**src/rtl/alu_core.sv**
```systemverilog
// alu_core: 15-operation integer ALU with a combinational result and a registered copy.
// Ports: clk, reset (async, active-high), operation[3:0], A, B -> Out, Zero (comb);
//        OutReg, ZeroReg (Out/Zero captured on rising clk; 0 / 1 while reset is high).
// Latency: Out/Zero zero cycles; OutReg/ZeroReg one cycle. No flow control.
module alu_core #(
  parameter int WIDTH = 32
) (
  input  logic             clk,
  input  logic             reset,
  input  logic [3:0]       operation,
  input  logic [WIDTH-1:0] A,
  input  logic [WIDTH-1:0] B,
  output logic [WIDTH-1:0] Out,
  output logic             Zero,
  output logic [WIDTH-1:0] OutReg,
  output logic             ZeroReg
);

  localparam logic [3:0] ADD                        = 4'd0;
  localparam logic [3:0] SUB                        = 4'd1;
  localparam logic [3:0] OR                         = 4'd2;
  localparam logic [3:0] XOR                        = 4'd3;
  localparam logic [3:0] AND                        = 4'd4;
  localparam logic [3:0] LesserThanUnsigned         = 4'd5;
  localparam logic [3:0] LesserThanSigned           = 4'd6;
  localparam logic [3:0] ShiftRightUnsigned         = 4'd7;
  localparam logic [3:0] ShiftLeftUnsigned          = 4'd8;
  localparam logic [3:0] ShiftRightSigned           = 4'd9;
  localparam logic [3:0] ShiftLeftSigned            = 4'd10;
  localparam logic [3:0] GreaterThanOrEqualUnsigned = 4'd11;
  localparam logic [3:0] GreaterThanOrEqualSigned   = 4'd12;
  localparam logic [3:0] Equal                      = 4'd13;
  localparam logic [3:0] NotEqual                   = 4'd14;

  localparam int SHW = $clog2(WIDTH);

  // Only the low log2(WIDTH) bits of B form the shift amount; upper bits are ignored.
  logic [SHW-1:0]   shamt;
  logic             lt_u;
  logic             lt_s;
  logic [WIDTH-1:0] out_d;
  logic [WIDTH-1:0] out_q;
  logic             zero_q;

  assign shamt = B[SHW-1:0];
  assign lt_u  = (A < B);
  assign lt_s  = ($signed(A) < $signed(B));

  always_comb begin
    out_d = '0;
    unique case (operation)
      ADD:                        out_d = A + B;
      SUB:                        out_d = A - B;
      OR:                         out_d = A | B;
      XOR:                        out_d = A ^ B;
      AND:                        out_d = A & B;
      LesserThanUnsigned:         out_d = {{(WIDTH-1){1'b0}}, lt_u};
      LesserThanSigned:           out_d = {{(WIDTH-1){1'b0}}, lt_s};
      ShiftRightUnsigned:         out_d = A >> shamt;
      ShiftLeftUnsigned:          out_d = A << shamt;
      ShiftRightSigned:           out_d = $unsigned($signed(A) >>> shamt);
      ShiftLeftSigned:            out_d = A << shamt;
      GreaterThanOrEqualUnsigned: out_d = {{(WIDTH-1){1'b0}}, ~lt_u};
      GreaterThanOrEqualSigned:   out_d = {{(WIDTH-1){1'b0}}, ~lt_s};
      Equal:                      out_d = {{(WIDTH-1){1'b0}}, (A == B)};
      NotEqual:                   out_d = {{(WIDTH-1){1'b0}}, (A != B)};
      default:                    out_d = '0;  // opcode 15: defined as zero result
    endcase
  end

  assign Out  = out_d;
  assign Zero = (out_d == '0);

  // Reset value mirrors the undefined-opcode result: zero output, Zero flag set.
  always_ff @(posedge clk or posedge reset) begin
    if (reset) begin
      out_q  <= '0;
      zero_q <= 1'b1;
    end else begin
      out_q  <= out_d;
      zero_q <= Zero;
    end
  end

  assign OutReg  = out_q;
  assign ZeroReg = zero_q;

endmodule

```
**config.mk**
```make
export PLATFORM = sky130hd
export DESIGN_NAME = alu_core
export DESIGN_NICKNAME = d
export VERILOG_FILES = /design/src/rtl/alu_core.sv
export SDC_FILE = /design/constraint.sdc
export NUM_CORES = 1
export LEC_CHECK = 0
export CAP_MARGIN = 15
export CORE_ASPECT_RATIO = 1.2
export CORE_MARGIN = 10
export CORE_UTILIZATION = 55
export CTS_CLUSTER_DIAMETER = 60
export DETAILED_ROUTE_END_ITERATION = 10
export PLACE_DENSITY = 0.79
export SYNTH_ARGS = -nofsm -noshare
export SYNTH_HDL_FRONTEND = slang
export SYNTH_SLANG_ARGS = --single-unit
```
**constraint.sdc**
```tcl
create_clock -name clk -period 8.13 [get_ports clk]
set_clock_uncertainty 0.2 [all_clocks]
set_input_delay 1.626 -clock clk [delete_from_list [all_inputs] [get_ports clk]]
set_output_delay 1.626 -clock clk [all_outputs]
set_load 0.1 [all_outputs]
```
Figure 1. Floorplan with the power grid.
Pins as bars on the die edge. Tap cells in grey.
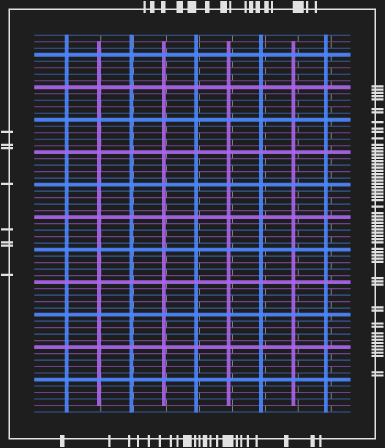
colour	net
purple	VDD
blue	VSS
met5 straps	11
met1 rails	59
met4 straps	9
rows	58
tap cells	270
area of the placeable core: 0.0209 mm^2
x dimension of the die: 153 um
vertical die dimension: 179 um
Max IR drop VDD: 0.225 mV

Figure 2. Gate-type map.
Bar = 50 um.
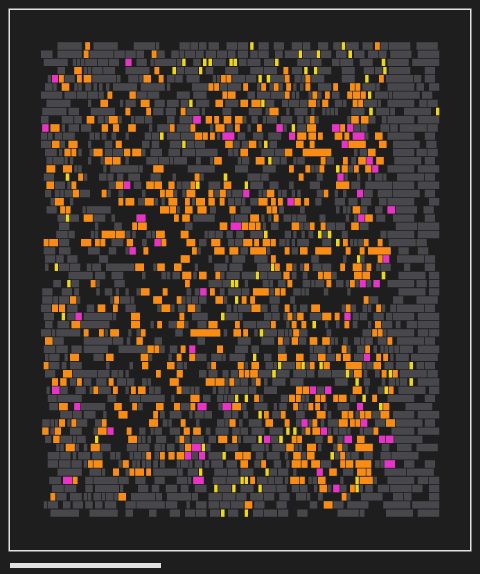
colour	family	cells	most used
orange	aoi and oai cells	455	a21oi_1
yellow	inv cells	88	inv_1
magenta	and/or cells	55	or2_2
fraction of standard cell area in multi-input logic: 69.9%
most common cell after layout, fill and taps aside: nand2_1
Post-Layout Cell Count: 2011

==> run summary <==
From the run reports.

- When the netlist entered floorplanning its net count stood at 1794.
- The count of flip-flops with a built-in enable after synthesis reads 0.
- The number of buffers other than clock buffers in the final layout is 258.
- The run finished with clean final reports.
- The buffer depth of the longest clock path is 2.
- The chip area line in the Yosys stat output reads 0.0116 mm^2.
- The final layout contains routed wiring with a total length of a little under 60000 um.
- In the post-synthesis netlist, the biggest area contributors are ha_1, dfrtp_1, nand2_1.
- Summed over all cells, the static leakage comes to about 5.9 nW.
- In the synthesized netlist, mux cells make up roughly 17% of the area.
- The largest family of logic cells by area reads AND-OR/OR-AND gates.
- The initial core utilization is 55.6%.
- The area share of the largest cell type after synthesis reads between 10% and 20%.
- The fraction of the cycle the final worst path needs is 97.9%.
- The worst stage delay on the critical path reads approximately 0.73 ns.
- The number of flip-flops under the largest register name reads 32.
- The count of non-CTS inverters in the layout is 88.
- Of the total power, the share spent switching nets is 57.1%.
- The end point of the critical path is Zero.
- After detailed routing, the met2 layer carries between 20000 and 30000 um of wire.
- The areal power density over the cells reads 128 mW/mm^2.
- The xor-xnor portion of the synthesized cell area is less than 1%.
- The element type at the critical path end reads an output pin.
- The placed cell area reads about 0.014 mm^2.
- The worst setup path is of the primary input to output pin kind.
- The wire length on met1 reads 20500 um.
- The number of design-rule violations left by the first detailed-router iteration is 2583.
- The library cell used as clock root buffer is clkbuf_16.
- Once routing completed, OpenROAD measured the worst setup slack at 0.173 ns.
- The report lists the cells along the critical path as clkdlybuf4s50_1, and4b_1, nor2_1, nor2_1, nand3_1, nand4_1, a211oi_1, o211ai_1, or4_1, nor4_1, nand4_1, nor4_4, buf_12.
- The relative max-transition margin reads roughly 15%.
- The pin count of the biggest net entering global routing reads 68.
- After detailed routing, the average wire length per cell comes to 29.1 um.
- The clock group share of total power reads 10.8%.
- The number of buffers inserted during clock tree synthesis reads 5.
- The count of inserted tapcells is roughly 270.
- The commonest cells after synthesis are nand2_1, nor2_1, a21oi_1.
- The sequential standard cell area reads roughly 830 um^2.
- According to the floorplan report, the total die area is 0.0274 mm^2.
- The max-slew violation count reads 0.
- The transition time at the pin with the least slew margin is 1.25 ns.
- The share of power burned in combinational logic is between 70% and 80%.
- Post-CTS repair ended up resizing 0 cells.
- The gate count of the mapped netlist reads 1618.
Figure 3. Cells coloured by class.
Bar = 50 um.
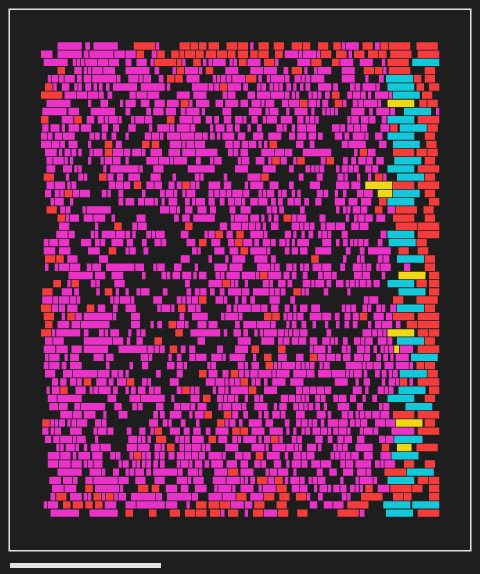
colour	class	cells	share of their area
magenta	remaining logic cells	1442	74%
yellow	clock drivers and dummy loads	8	1.1%
red	remaining buffers and delay cells	258	19%
cyan	registers	33	6.0%
final cell utilization of the core: 67.8%
final instance area: 0.0142 mm^2
standard-cell rows: 58
share of cell area taken by flip-flops and latches: 5.83%

Power figures rest on the tool's default switching activity, not on a simulated workload.
